## src/rtl/truth_table_scanner.sv

```systemverilog
// Truth-table scanner: sweeps all 2**N input codes through an external function, captures
// the table and count, then streams the set indices. Define MAXTERM_EN to add the mode port.
module truth_table_scanner #(
    parameter int N = 3
) (
    input  logic              clk,
    input  logic              rst_n,
    input  logic              start,
    input  logic              f_in,
`ifdef MAXTERM_EN
    input  logic              mode,
`endif
    output logic [N-1:0]      x_out,
    output logic              busy,
    output logic              m_valid,
    input  logic              m_ready,
    output logic [N-1:0]      m_index,
    output logic              m_last,
    output logic              done,
    output logic [(1<<N)-1:0] table_out,
    output logic [N:0]        count_out
);

    localparam int TW = 1 << N;

    typedef enum logic [1:0] {
        S_IDLE,
        S_SCAN,
        S_EMIT,
        S_FIN
    } state_t;

    state_t          state_q, state_d;
    logic [N-1:0]    x_q, x_d;
    logic [N-1:0]    p_q, p_d;
    logic [TW-1:0]   table_q, table_d;
    logic [N:0]      count_q, count_d;
    logic            busy_q, busy_d;

    logic [TW-1:0]   tgt_vec;
    logic [TW-1:0]   rest;
    logic            hit;
    logic            cur_bit;
    logic            last_hit;

`ifdef MAXTERM_EN
    logic            mode_q, mode_d;

    // In maxterm mode the emit/count logic looks for zeros, so invert the target view.
    assign tgt_vec = table_q ^ {TW{mode_q}};
    assign hit     = f_in ^ mode_q;
`else
    assign tgt_vec = table_q;
    assign hit     = f_in;
`endif

    assign cur_bit  = tgt_vec[p_q];
    assign rest     = tgt_vec >> p_q;
    assign last_hit = ((rest >> 1) == '0);

    always_ff @(posedge clk or negedge rst_n) begin
        if (!rst_n) begin
            state_q <= S_IDLE;
            x_q     <= '0;
            p_q     <= '0;
            table_q <= '0;
            count_q <= '0;
            busy_q  <= 1'b0;
`ifdef MAXTERM_EN
            mode_q  <= 1'b0;
`endif
        end else begin
            state_q <= state_d;
            x_q     <= x_d;
            p_q     <= p_d;
            table_q <= table_d;
            count_q <= count_d;
            busy_q  <= busy_d;
`ifdef MAXTERM_EN
            mode_q  <= mode_d;
`endif
        end
    end

    always_comb begin
        state_d = state_q;
        x_d     = x_q;
        p_d     = p_q;
        table_d = table_q;
        count_d = count_q;
        busy_d  = busy_q;
`ifdef MAXTERM_EN
        mode_d  = mode_q;
`endif
        unique case (state_q)
            S_IDLE: begin
                if (start) begin
                    state_d = S_SCAN;
                    x_d     = '0;
                    p_d     = '0;
                    table_d = '0;
                    count_d = '0;
                    busy_d  = 1'b1;
`ifdef MAXTERM_EN
                    mode_d  = mode;
`endif
                end
            end
            S_SCAN: begin
                table_d[x_q] = f_in;
                count_d      = count_q + {{N{1'b0}}, hit};
                x_d          = x_q + 1'b1;
                if (x_q == '1) begin
                    state_d = S_EMIT;
                    p_d     = '0;
                end
            end
            S_EMIT: begin
                // Zero slots advance freely; a set slot waits for the handshake.
                if (!cur_bit || m_ready) begin
                    if (p_q == '1 || (cur_bit && last_hit)) begin
                        state_d = S_FIN;
                    end else begin
                        p_d = p_q + 1'b1;
                    end
                end
            end
            S_FIN: begin
                state_d = S_IDLE;
                busy_d  = 1'b0;
                p_d     = '0;
            end
            default: state_d = S_IDLE;
        endcase
    end

    assign x_out     = x_q;
    assign busy      = busy_q;
    assign m_valid   = (state_q == S_EMIT) && cur_bit;
    assign m_index   = p_q;
    assign m_last    = m_valid && last_hit;
    assign done      = (state_q == S_FIN);
    assign table_out = table_q;
    assign count_out = count_q;

endmodule

```

## config.mk

```make
export PLATFORM = sky130hd
export DESIGN_NAME = truth_table_scanner
export DESIGN_NICKNAME = d
export VERILOG_FILES = /design/src/rtl/truth_table_scanner.sv
export SDC_FILE = /design/constraint.sdc
export NUM_CORES = 1
export LEC_CHECK = 0
export CAP_MARGIN = 20
export CORE_ASPECT_RATIO = 1.4
export CORE_MARGIN = 2
export CORE_UTILIZATION = 65
export CTS_BUF_LIST = sky130_fd_sc_hd__clkbuf_8
export CTS_CLUSTER_SIZE = 8
export DETAILED_ROUTE_END_ITERATION = 7
export DONT_BUFFER_PORTS = 1
export PLACE_DENSITY = 0.79
export SYNTH_ARGS = -nofsm -noshare
export SYNTH_HDL_FRONTEND = slang
export SYNTH_SLANG_ARGS = --single-unit
```

## constraint.sdc

```tcl
create_clock -name clk -period 5 [get_ports clk]
set_input_delay 1 -clock clk [delete_from_list [all_inputs] [get_ports clk]]
set_output_delay 1 -clock clk [all_outputs]
set_load 0.005 [all_outputs]
```

Run 1, the clock network:
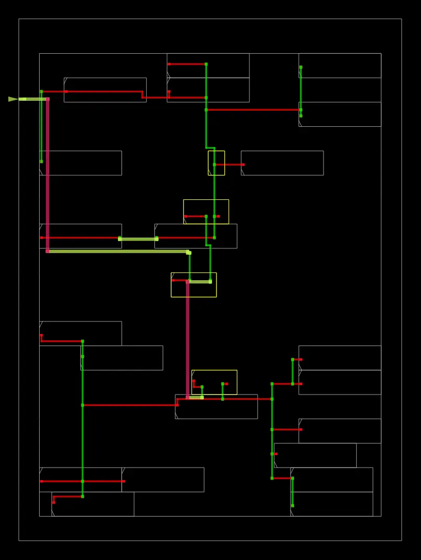
clock latency on the worst-skew pair: 0.26 ns
sequential cell count of the final layout: 21
CLK BUF: 3

Run 1, sequential cells grouped by signal name:
Other sequential cells in the stronger grey, the rest of the logic in the fainter grey.
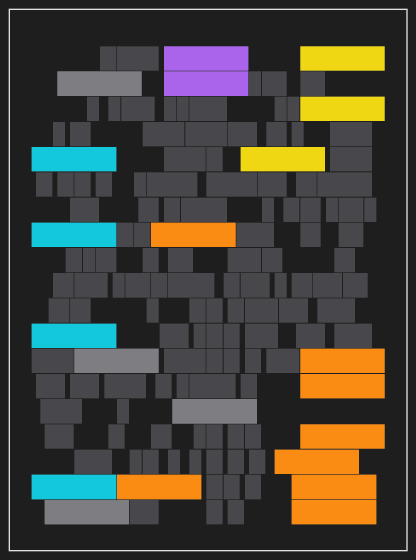
[`state_q`] purple | placed flops: 2
[`count_out`] cyan | placed flops: 4
[`table_out`] orange | placed flops: 8 | where: lower right
[`m_index`] yellow | placed flops: 3

==> summary.txt, run 1 <==
Implementation run completed; key figures follow.

Logic synthesis:
- The most frequently used library cell after synthesis is sky130_fd_sc_hd__dfrtp_1.
- The run gives the cell taking the most area after synthesis as sky130_fd_sc_hd__dfrtp_1.
- The run puts the arithmetic-cell share of the synthesized area counting full adders, half adders and majority gates at 0.0915.
- Yosys stat counts 144 cells in the synthesized netlist.
- The run puts the fraction of synthesized cell area taken by the top area cell type at 0.384.
- After synthesis, the largest family of logic cells by area is AND-OR/OR-AND gates.
- The run puts the part of the Yosys area used for sequential elements at 0.384.
- After synthesis, the cell types taking the most area are sky130_fd_sc_hd__dfrtp_1, sky130_fd_sc_hd__ha_1, sky130_fd_sc_hd__o21ai_0, sky130_fd_sc_hd__mux2i_1, sky130_fd_sc_hd__a21oi_1.
- The run puts the post-synthesis mux area share at 0.0714.
- The run gives the gate count after technology mapping as 144.
- The run gives the post-synthesis instance area as 0.00137 mm².
- The run gives the total of flip-flops plus latches after synthesis as 21.
- The run puts the number of distinct standard cells referenced by the synthesized netlist at ~43.
- The run gives the dominant register cell as sky130_fd_sc_hd__dfrtp_1.
- The run puts the parity-gate share of the synthesized area counting xor and xnor cells at 0.
- The run puts the async set-reset flop share out of synthesis at 1.00.
- Yosys printed 0 warnings.
- The run puts the synthesized chip area reported by yosys at 0.00137 mm².
- A synthesized cell averages between 9 and 10 µm².
- The commonest cells after synthesis are sky130_fd_sc_hd__dfrtp_1, sky130_fd_sc_hd__o21ai_0, sky130_fd_sc_hd__ha_1.

Place:
- The run gives the cell count after placement as between 150 and 200.
- The run puts the count of buffers inserted at the top-level ports at 0.
- The run gives the post-placement cell area as around 0.0014 mm².
- Logged for this run, the post-placement worst setup slack is 2.52 ns.

Global route:
- The global routing stage identified its most utilized layer as met2.
- The run gives the number of global-route vias before repair as 1,132.
- The run puts the remaining global-route overflow at 0.
- The run puts the largest net degree at the start of global routing at 22.
- The run gives the wire length of the first global-routing pass as 5.06 mm.
- The run gives the overall fraction of global-route tracks in use as 0.266.
- The run gives the number of antenna violations at the first check in global routing as 0.
- met2 track demand over resource after global routing is 0.461.

STA:
- For reference, the final report shows the max-slew violation count at 0.
- The run puts the worst hold margin at around 0.43 ns.
- The run puts the final critical-path required period at about 2.8 ns.
- The run gives the setup skew after layout as 0.000999 ns.
- The worst path meets setup with 2.23 ns of slack.
- The final layout reports a setup TNS of 0 ns.
- Setup repair after global routing left no endpoint under its margin.
- The flow reports an fmax of 360 MHz.
- The final timing report lists a hold violation count of 0.
- The run gives the worst relative slew slack as 0.614.
- The run puts the final setup violation count at 0.

Power:
- The run puts the total sequential power at roughly 310 µW.
- The run gives the worst-case vdd ir drop as 334 µV.
- Total power normalized to cell area comes to 574 mW/mm².
- The run gives the internal power contribution as 448 µW.
- The power report attributes to the clock group a share of 0.137.
- The run gives the power dissipated in the clock network as ~110 µW.
- The run puts the reported leakage power at 0.622 nW.
- In this run, power in combinational logic comes to 385 µW.
- The run gives the overall power as about 800 µW.
- The run puts the sequential power share at 0.385.
- The group that draws the most power in this run is combinational logic.
- The script computed the net switching share of total power as 0.444.

Drt:
- The run gives the highest metal layer with signal wires as met4.
- The run gives the DRC marker count from the first detailed-route iteration as 38.
- The run gives the post-detailed-route wirelength per cell as 17.6 µm.
- The run puts the remaining antenna violation count at 0.
- The run puts the total met3 wirelength after detailed routing at 140 µm.
- The run gives the number of vias after detailed routing as between 1,000 and 1,500.
- The run gives the total wire length after detailed routing as ~2.9 mm.
- The run puts the sum of met2 wire segment lengths after detailed routing at 1.46 mm.
- The script parses the final routing iteration and logs DRC violations as 0.
- The run gives the detailed-route wire length on metal 1 as 1.24 mm.

Job:
- The run gives the OpenROAD warning count as 29.
- The run puts the tally of max-capacitance violations at 0.

Floorplan:
- The run puts the floorplan die area at 0.00249 mm².
- In this run the vertical extent of the chip is approximately 58 µm.
- The run puts the I/O pin total at 27.
- The run puts the floorplan die width at between 40 and 50 µm.
- The run puts the number of cell rows at 19.

Critical path:
- The worst setup path is launched from a flip-flop.
- For flop-to-flop paths, the worst setup slack is 2.91 ns.
- The worst setup path is captured at a primary output.
- The report shows a maximum critical-path fanout of 11.
- The run gives the data arrival time of the worst path as 1.77 ns.
- The run gives the worst reg2reg path depth as 6.
- The worst register-to-register path begins at state_q[1].
- The run puts the required time of the worst setup path at 4.00 ns.
- The run gives the capture point of the worst reg-to-reg path as table_out[6].

Clocking:
- The run gives the quantity of gates resized following cts as 0.
- The run puts the number of setup buffers added after CTS at 0.
- The run gives the number of hold buffers added after cts as 0.
- The run gives the TritonCTS clock tree as built.
- The run gives the clock transition at the registers of the reported paths as 0.08 ns.
- The run gives the root buffer cell as sky130_fd_sc_hd__clkbuf_8.
- The run puts the worst-case clock buffer depth at 2.
- The run gives the number of clock buffers inserted by TritonCTS as 3.
- In this run the number of H-tree levels came out at 1.

Finish:
- The run puts the number of fillers in the final layout at approximately 150.
- The run gives the share of cells above drive strength 1 as 0.0986.
- The number of antenna diodes in the final layout is 0.
- The run puts the net count reported at finish at 158.
- The run gives the layout overhead on the synthesized area as 2.47%.
- The area taken by sequential standard cells is reported as between 500 and 600 µm².
- The finished layout reports a core utilization of 0.710.

Run status:
- The flow ran to the end, and the final reports show no timing, DRC or antenna violations.
Run 1, gate-type map:
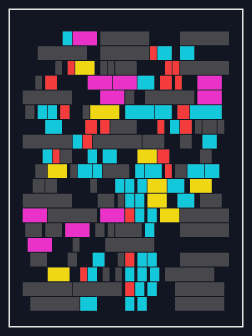
[mux cells] yellow | cells: 9 | most used: mux2i_1
[nand cells] red | cells: 21 | most used: nand2_1
[fa/ha/maj cells] magenta | cells: 10 | most used: ha_1
[aoi and oai cells] cyan | cells: 44 | most used: o21ai_0
multi-input gate share of total cell area: 0.543
post-layout instance count excluding filler cells: 163
highest-count logic cell in the final layout: sky130_fd_sc_hd__dfrtp_1

run 1: cell type report:
cell class | instances | area share
multi-input cells | 106 | 0.543
clock buffers | 3 | 0.0295
inverters | 10 | 0.0268
well taps | 21 | 0.0188
clock inverters | 1 | 0.00357
flip-flops and latches | 21 | 0.375
repair buffers | 1 | 0.00357
run 1: worst max-delay path, stage by stage (launching register included):
cell                      delay (ns)
sky130_fd_sc_hd__dfrtp_1        0.60
sky130_fd_sc_hd__inv_2          0.11
sky130_fd_sc_hd__o32ai_1        0.36
sky130_fd_sc_hd__o21ai_1        0.20
sky130_fd_sc_hd__and2b_1        0.25
run 1: flip-flops by register name, summed over array words and instances, names as in the netlist:
signal     cells
table_out      8
m_index        3
x_out          3
count_out      4
busy           1
state_q        2
==> run 2: changes to the inputs <==
Clock period 5 ns to 2.9 ns, I/O delays scaled along.
Run 2, the clock network:
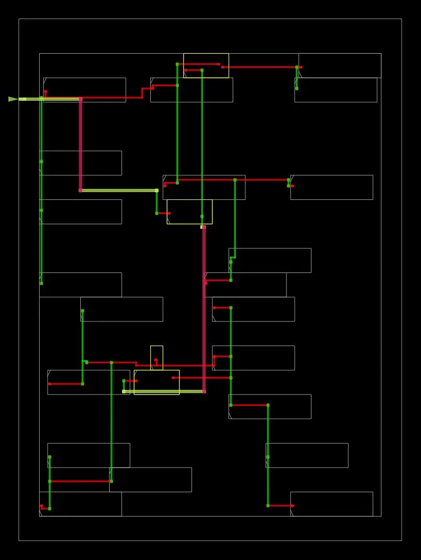
worst clock skew: 0.00197 ns
reported clock group power: 191 µW
# clock sinks: 21
clock buffers created by TritonCTS: 3

==> run 2 against run 1 <==
Final area up 1.7%; die size did not move; power grew 75%; critical path type unchanged; setup slack got worse by 1.7 ns; combinational power up 79%.
==> summary.txt, run 2 <==
Implementation run completed; key figures follow.

Logic synthesis:
- In the synthesis report, Yosys lists the chip area as ~0.0014 mm².
- The run puts the gate count after technology mapping at 144.
- The run gives the total of flip-flops plus latches after synthesis as 21.
- The run puts the post-synthesis mux area share at 0.0714.
- In the synthesized netlist the dominant register cell turns out to be sky130_fd_sc_hd__dfrtp_1.
- Sorting the synthesized cells by how often they occur yields sky130_fd_sc_hd__dfrtp_1, sky130_fd_sc_hd__o21ai_0, sky130_fd_sc_hd__ha_1.
- For reference, the top cells by area after synthesis are sky130_fd_sc_hd__dfrtp_1, sky130_fd_sc_hd__ha_1, sky130_fd_sc_hd__o21ai_0, sky130_fd_sc_hd__mux2i_1, sky130_fd_sc_hd__a21oi_1.
- The run gives the number of distinct standard cells referenced by the synthesized netlist as about 43.
- The run gives the post-synthesis cell count from yosys as 144.
- The biggest area contributor in the post-synthesis netlist is sky130_fd_sc_hd__dfrtp_1.
- The share of synthesized area in the top cell type comes to 0.384.
- Of the combinational cells, the family taking the most area is AND-OR/OR-AND gates.
- The run gives the async set-reset flop share out of synthesis as 1.00.
- A synthesized cell averages between 9 and 10 µm².
- The run gives the total number of yosys warnings as 0.
- The mapped netlist covers 0.00137 mm².
- The run puts the arithmetic-cell share of the synthesized area counting full adders, half adders and majority gates at 0.0915.
- Of the total synthesized cell area, the portion taken by XOR and XNOR cells is 0.
- The run puts the part of the Yosys area used for sequential elements at 0.384.
- The most common cell in the synthesized netlist is sky130_fd_sc_hd__dfrtp_1.

Floorplan:
- The run puts the I/O pin total at 27.
- The run puts the vertical die size at 58.3 µm.
- The run puts the floorplan die width at 42.8 µm.
- The report lists the number of standard-cell rows as 19.
- The run puts the floorplan die area at 0.00249 mm².

STA:
- The final hold violation count recorded for this run is 0.
- The run gives the final setup violation count as 0.
- The run puts the summed negative setup slack over all endpoints at 0 ns.
- Setup repair after global routing left no endpoint under its margin.
- The run gives the maximum clock rate as 417 MHz.
- Max-slew check failures listed in the final report amount to 0.
- Setup slack closes at 0.501 ns.
- The run gives the final critical-path required period as 2.40 ns.

Critical path:
- The run gives the reg-to-reg startpoint as m_index[0].
- The worst setup path is launched from a flip-flop.
- The critical path crosses 4 cells after its start point.
- The run puts the number of buffer and inverter instances along the worst setup path at 1.
- The run puts the stage delay of the slowest cell on the critical path at 0.62 ns.
- In this run the critical path is formed by inv_2, o32ai_1, o21ai_1, and2b_1.
- The run gives the largest fanout on the critical path as 11.
- The run gives the data arrival time of the worst path as about 1.8 ns.
- The run gives the required time of the worst setup path as 2.32 ns.
- The run gives the cell with the biggest individual delay on the critical path as sky130_fd_sc_hd__dfrtp_1.
- The run gives the worst reg2reg path depth as 6.
- The worst setup path is captured at a primary output.
- Per the timing report, the most critical flop-to-flop path finishes at state_q[1].
- Across all register-to-register paths, the minimum setup slack is 0.78 ns.

Finish:
- The run puts the layout overhead on the synthesized area at 4.21%.
- The run puts the share of cells above drive strength 1 at 0.0972.
- The register with the most flip-flops in the layout has 8 of them.
- Leaving out fill and tap cells, the most frequent cell in the layout is sky130_fd_sc_hd__dfrtp_1.
- The top cell types in the final layout, fill and taps aside, are sky130_fd_sc_hd__dfrtp_1, sky130_fd_sc_hd__o21ai_0, sky130_fd_sc_hd__inv_1, sky130_fd_sc_hd__ha_1, sky130_fd_sc_hd__nand2_1.
- The run puts the number of fillers in the final layout at 148.
- The run puts the fraction of the core area covered by cells at the end of the flow at 0.722.
- The sequential cells in the finished layout cover a total of 526 µm².
- The run gives the net count reported at finish as 160.
- The run puts the number of diodes at 0.
- The run gives the number of standard cells in the final layout excluding fillers as between 150 and 200.

Power:
- The run gives the power of the combinational group as roughly 700 µW.
- The run puts the internal power contribution at between 700 and 800 µW.
- Looking at the group totals, the largest power group turns out to be combinational logic.
- The run gives the sequential power share as 0.375.
- The run gives the worst-case vdd ir drop as 636 µV.
- The final power report lists total power as between 1 and 1.5 mW.
- The report lists the power per cell area as between 900 and 1000 mW/mm².

Drt:
- In this run the top signal layer used is met4.
- For this block, wires on met1 add up to 1.17 mm.
- After detailed routing, the met3 layer carries 156 µm of wire.
- Per the detail_route report, routed wire per instance is 17.8 µm.
- The run gives the total wire length after detailed routing as between 2 and 3 mm.
- The run puts the number of vias after detailed routing at 1,126.
- The run gives the DRC marker count from the first detailed-route iteration as 45.

Global route:
- The run puts the number of antenna violations at the first check in global routing at 0.
- For met2 alone, demand over resource in global routing was 0.468.
- The run puts the wire length of the first global-routing pass at roughly 5 mm.
- The run gives the overall fraction of global-route tracks in use as 0.261.
- The run puts the largest net degree at the start of global routing at 22.
- The run gives the remaining global-route overflow as 0.
- The number of global-route vias before repair came to about 1,100.
- The run gives the most crowded layer after global routing as met2.

Run status:
- The run finished with clean final reports.

Clocking:
- Gates resized during post-CTS repair numbered 0.
- The run gives the clock transition at the registers of the reported paths as 0.07 ns.
- The run puts the depth of the CTS H-tree at 1.
- The run gives the number of hold buffers added after cts as 1.
- The longest clock path from root to sink contains 2 buffers.
- The run gives the insertion delay to the later sink of the worst-skew pair as around 0.26 ns.
- The cell sitting at the root of the clock tree is a sky130_fd_sc_hd__clkbuf_8.
- The run gives the number of setup buffers added after CTS as 0.
- TritonCTS built the clock tree.

Place:
- Per the placement log, port buffering inserted 0 buffers.
- Logged for this run, the post-placement worst setup slack is ~0.8 ns.
- The run puts the post-placement cell area at 0.00135 mm².

Job:
- The report counts max-capacitance violations totalling 0.
Run 2, routed clock nets over the placement:
Bar = 10 µm.
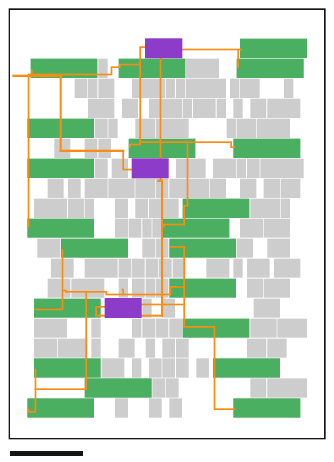
[clock wires] orange | length: 271 µm
[clock-net drivers] purple | count: 3
[flip-flops] green | count: 21
routed clock nets: 4
clock share of power: 0.136

## run 2: netlist changes by cell type in the layout (fill, tap and decap cells not counted), sizes merged
| cell | before | now |
|---|---|---|
| clkbuf | 3 | 4 |
| clkinv | 1 | 0 |
| dlygate4sd3 | 0 | 1 |
| inv | 10 | 11 |
## run 2: cell type report
type / instances / share of cell area
sequential: 21 / 0.369
clock inverter: 1 / 0.00263
clock buffer: 3 / 0.0290
timing repair buffer: 3 / 0.0211
tap: 21 / 0.0184
multi-input combinational: 106 / 0.534
inverter: 10 / 0.0263
## run 2: how the worst min path moves through the flow
stage / endpoint / slack (ns)
2_1_floorplan: busy / 0.28
3_3_place_gp: table_out[5] / 0.28
3_5_place_dp: table_out[5] / 0.28
4_1_cts: table_out[0] / 0.44
5_1_grt: table_out[0] / 0.46
6_report: table_out[0] / 0.44
==> run 3: changes to the inputs <==
Settings changed: CORE_UTILIZATION 65 to 59, PLACE_DENSITY 0.79 to 0.76.
Clock period 2.9 ns to 2.1 ns, I/O delays scaled along.
Run 3, cells coloured by class:
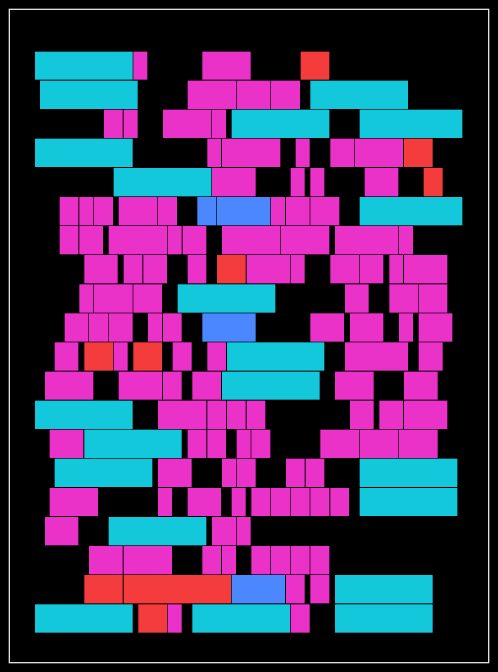
[sequential cells] cyan | cells: 21 | share of their area: 36%
[clock drivers and dummy loads] blue | cells: 4 | share of their area: 3.1%
[remaining logic cells] magenta | cells: 116 | share of their area: 55%
[remaining buffers and delay cells] red | cells: 9 | share of their area: 5.9%

==> run 3 against run 2 <==
Clock power increased by 39%; sequential cell count did not move; synthesized cell count did not move; power is 45% higher; final area is 5.4% higher; synthesized area stayed put; register-to-register slack lost 0.55 ns; cell count increased by 4.2%; critical path type unchanged; largest cell class unchanged; highest routed layer unchanged.
==> summary.txt, run 3 <==
Implementation run completed; key figures follow.

Floorplan:
- The run puts the area of the core region at between 0.002 and 0.0025 mm².
- From bottom edge to top edge, the die measures 61.0 µm.
- The run puts the floorplan die width at 44.7 µm.
- According to the floorplan log, the row count is 20.
- The floorplan report lists the tap cell count as 22.
- In this run the full chip footprint comes out at 0.00272 mm².
- According to the I/O placement log, the pin count is 27.

Logic synthesis:
- The run gives the part of the Yosys area used for sequential elements as 0.384.
- The run gives the total of flip-flops plus latches after synthesis as 21.
- The share of synthesized area in the top cell type comes to 0.384.
- The run gives the net count entering floorplan as ~160.
- Summing all multiplexer cells gives an area fraction of 0.0714.
- Yosys instantiated no cell more often than sky130_fd_sc_hd__dfrtp_1.
- Sorting the synthesized cells by how often they occur yields sky130_fd_sc_hd__dfrtp_1, sky130_fd_sc_hd__o21ai_0, sky130_fd_sc_hd__ha_1.
- Looking at area per cell type in the netlist, the leader is sky130_fd_sc_hd__dfrtp_1.
- The run puts the parity-gate share of the synthesized area counting xor and xnor cells at 0.
- Sorting the synthesized cells by area gives the leading types as sky130_fd_sc_hd__dfrtp_1, sky130_fd_sc_hd__ha_1, sky130_fd_sc_hd__o21ai_0, sky130_fd_sc_hd__mux2i_1, sky130_fd_sc_hd__a21oi_1.
- The run gives the synthesized chip area reported by yosys as 0.00137 mm².
- The run gives the total number of yosys warnings as 0.
- The synthesis run identifies the leading combinational cell family as AND-OR/OR-AND gates.
- The run puts the number of distinct standard cells referenced by the synthesized netlist at between 40 and 50.
- The run gives the post-synthesis average cell area as 9.50 µm².
- The run puts the number of enable-type register cells in the synthesized netlist at 0.
- The run gives the gate count after technology mapping as ~140.
- The synthesis report names the predominant flop master as sky130_fd_sc_hd__dfrtp_1.
- After synthesis the cells add up to 0.00137 mm².
- The run puts the post-synthesis cell count from yosys at 144.
- The run puts the arithmetic-cell share of the synthesized area counting full adders, half adders and majority gates at 0.0915.

STA:
- The run gives the smallest setup slack after layout as 0.0942 ns.
- Setup repair after global routing left no endpoint under its margin.
- The run gives the summed negative setup slack over all endpoints as 0 ns.
- The run gives the setup skew after layout as 0.00539 ns.
- The run puts the final setup violation count at 0.
- Across all hold checks on the routed design, the worst slack comes to 0.319 ns.
- Post-route period utilization is reported as 0.955.
- In the final report, the number of pins over their slew limit comes to 0.
- Per the slew report, the remaining headroom to the max-slew limit stands at 0.775.
- The run puts the maximum clock rate at 499 MHz.
- The run gives the final number of hold-violating endpoints as 0.

Critical path:
- The run puts the number of buffer and inverter instances along the worst setup path at 0.
- The capture point of the critical path was reported as m_last.
- The run gives the largest fanout on the critical path as 8.
- The run puts the worst reg2reg path depth at 6.
- The run gives the critical path depth in cells as 4.
- In this design, the largest share of critical-path delay is due to flip-flops.
- The run gives the capture point of the worst reg-to-reg path as state_q[1].
- The worst setup path is captured at a primary output.
- The startpoint identified for the worst register-to-register timing path is m_index[0].
- The longest incremental delay of any stage on the critical path is reported as between 0.4 and 0.5 ns.
- The slowest stage of the critical path belongs to the cell sky130_fd_sc_hd__dfrtp_2.
- The run gives the data arrival time of the worst path as roughly 1.6 ns.
- The run puts the required time of the worst setup path at 1.68 ns.
- The report lists the cells along the critical path as mux2_1, o21bai_1, o311a_2, and2b_1.
- The run gives the register-to-register setup slack as 0.23 ns.
- The run gives the critical path startpoint category as a flip-flop.

Power:
- The run gives the power per unit of standard cell area as 1360 mW/mm².
- The run puts the total sequential power at 707 µW.
- The run gives the relative contribution of the clock network to total power as 0.130.
- The run gives the power dissipated in the clock network as 266 µW.
- Of all power groups, the one with the highest power is combinational logic.
- The completed layout was analyzed and its total power is 2.04 mW.
- The run gives the reported leakage power as 0.668 nW.
- The run puts the switching power share of the total at 0.437.
- The run puts the worst-case vdd ir drop at 812 µV.
- For the combinational group, total power comes out at 1.07 mW.
- Cell internal power was estimated by the tool at 1.15 mW.
- The run puts the sequential power share at 0.347.

Worst hold path:
- The path class of the tightest hold or removal check is primary input to flip-flop.
- The worst hold path terminates at table_out[5].

Drt:
- After detailed routing, no signal wire sits above met4.
- The run puts the total met3 wirelength after detailed routing at 139 µm.
- The run puts the number of vias after detailed routing at 1,155.
- The run puts the detailed-route wire length on metal 1 at approximately 1.2 mm.
- The routed design shows a wire length per standard cell of about 17 µm.
- The run gives the DRC marker count from the first detailed-route iteration as 30.
- The run puts the DRC violation count after routing at 0.
- The run gives the sum of met2 wire segment lengths after detailed routing as 1.55 mm.
- The run puts the total wire length after detailed routing at roughly 3.0 mm.
- The run gives the remaining antenna violation count as 0.

Finish:
- The run gives the proportion of cell area occupied by registers as 0.352.
- The run gives the fraction of area in multi-input gates as 0.516.
- The run puts the share of cells above drive strength 1 at 0.173.
- The run puts the area taken by flip-flops and latches at 528 µm².
- The run puts the number of diodes at 0.
- The final layout report lists a non-clock inverter count of 10.
- In the final layout, the multi-input gates occupy 774 µm².
- After layout, the buffer instance count without clock buffers stands at 9.
- The run puts the tally of clock buffers in the finished layout at 3.
- The run gives the flip-flop count of the largest register after layout as 8.
- Looking at the area split, the leading class of cells is multi-input combinational cells.
- The run gives the cell area after layout as approximately 0.0015 mm².
- The run puts the count of flip-flops and latches at 21.
- In the layout the commonest cells are sky130_fd_sc_hd__o21ai_0, sky130_fd_sc_hd__dfrtp_1, sky130_fd_sc_hd__inv_1, sky130_fd_sc_hd__nand2_1, sky130_fd_sc_hd__ha_1.
- The final report gives the core utilization as 0.690.
- The layout report lists the clock-cell share of area as 0.0308.
- The run gives the number of standard cells in the final layout excluding fillers as about 170.
- The run puts the layout overhead on the synthesized area at 9.79%.
- Counting the fill cells in the layout gives around 180.
- The run gives the non-clock buffering overhead in the final layout as 0.0583.
- The run gives the net count reported at finish as approximately 170.
- Multi-input combinational cells in the finished layout were counted as between 100 and 150.

Clocking:
- The registers of the reported paths see a clock transition of 0.08 ns.
- For the worst-skew pair, the clock arrives at the later sink with an insertion delay of 0.26 ns.
- The report puts the hold buffer count at CTS at 1.
- The root buffer cell chosen for the clock tree is sky130_fd_sc_hd__clkbuf_8.
- The run puts the depth of the CTS H-tree at 1.
- CTS reports a maximum clock tree buffer depth of 2.
- The run puts the number of clock buffers inserted by TritonCTS at 3.
- The run gives the number of setup buffers added after CTS as 0.
- The run puts the quantity of gates resized following cts at 1.
- TritonCTS reports the number of clock sinks as 21.
- The run gives the TritonCTS clock tree as built.

Global route:
- The layer flagged by global routing as most heavily used is met2.
- The run puts the remaining global-route overflow at 0.
- The run puts the number of global-route vias before repair at 1,151.
- The run puts the number of antenna violations at the first check in global routing at 0.
- The run puts the wire length of the first global-routing pass at slightly below 5 mm.
- The run puts the global-route met2 utilization at 0.424.
- The run puts the overall fraction of global-route tracks in use at 0.244.
- The run puts the largest net degree at the start of global routing at 22.

Place:
- Counting tap cells, the placed design contains a total of 165 instances.
- The run gives the post-placement cell area as around 0.0014 mm².
- The run gives the worst setup timing slack at the placement stage as 0.110 ns.
- Input and output buffers added on the ports amount to 0.

Run status:
- The flow ran to the end, and the final reports show no timing, DRC or antenna violations.

Job:
- The run puts the OpenROAD warning count at 29.
- The run puts the tally of max-capacitance violations at 0.
Run 3, gate-type map:
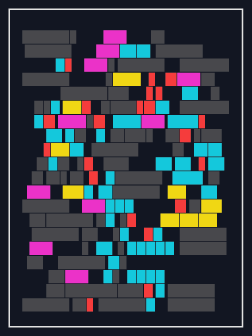
[fa/ha/maj cells] magenta | cells: 10 | most used: ha_1
[aoi and oai cells] cyan | cells: 44 | most used: o21ai_0
[nand cells] red | cells: 21 | most used: nand2_1
[mux cells] yellow | cells: 9 | most used: mux2i_1

[run 3: netlist changes by cell type in the layout (fill, tap and decap cells not counted)]
| cell | change |
|---|---|
| sky130_fd_sc_hd__o32ai_2 | +1 |
| sky130_fd_sc_hd__dfrtp_2 | +2 |
| sky130_fd_sc_hd__o32ai_1 | -1 |
| sky130_fd_sc_hd__ha_2 | +1 |
| sky130_fd_sc_hd__clkinv_2 | +1 |
| sky130_fd_sc_hd__buf_4 | +6 |
| sky130_fd_sc_hd__o21ai_2 | +1 |
| sky130_fd_sc_hd__buf_8 | -1 |
| sky130_fd_sc_hd__ha_1 | -1 |
| sky130_fd_sc_hd__buf_16 | +1 |
| sky130_fd_sc_hd__inv_1 | -1 |
| sky130_fd_sc_hd__o21ai_1 | -1 |
| sky130_fd_sc_hd__dfrtp_1 | -2 |
Power and IR drop assume default switching activity.
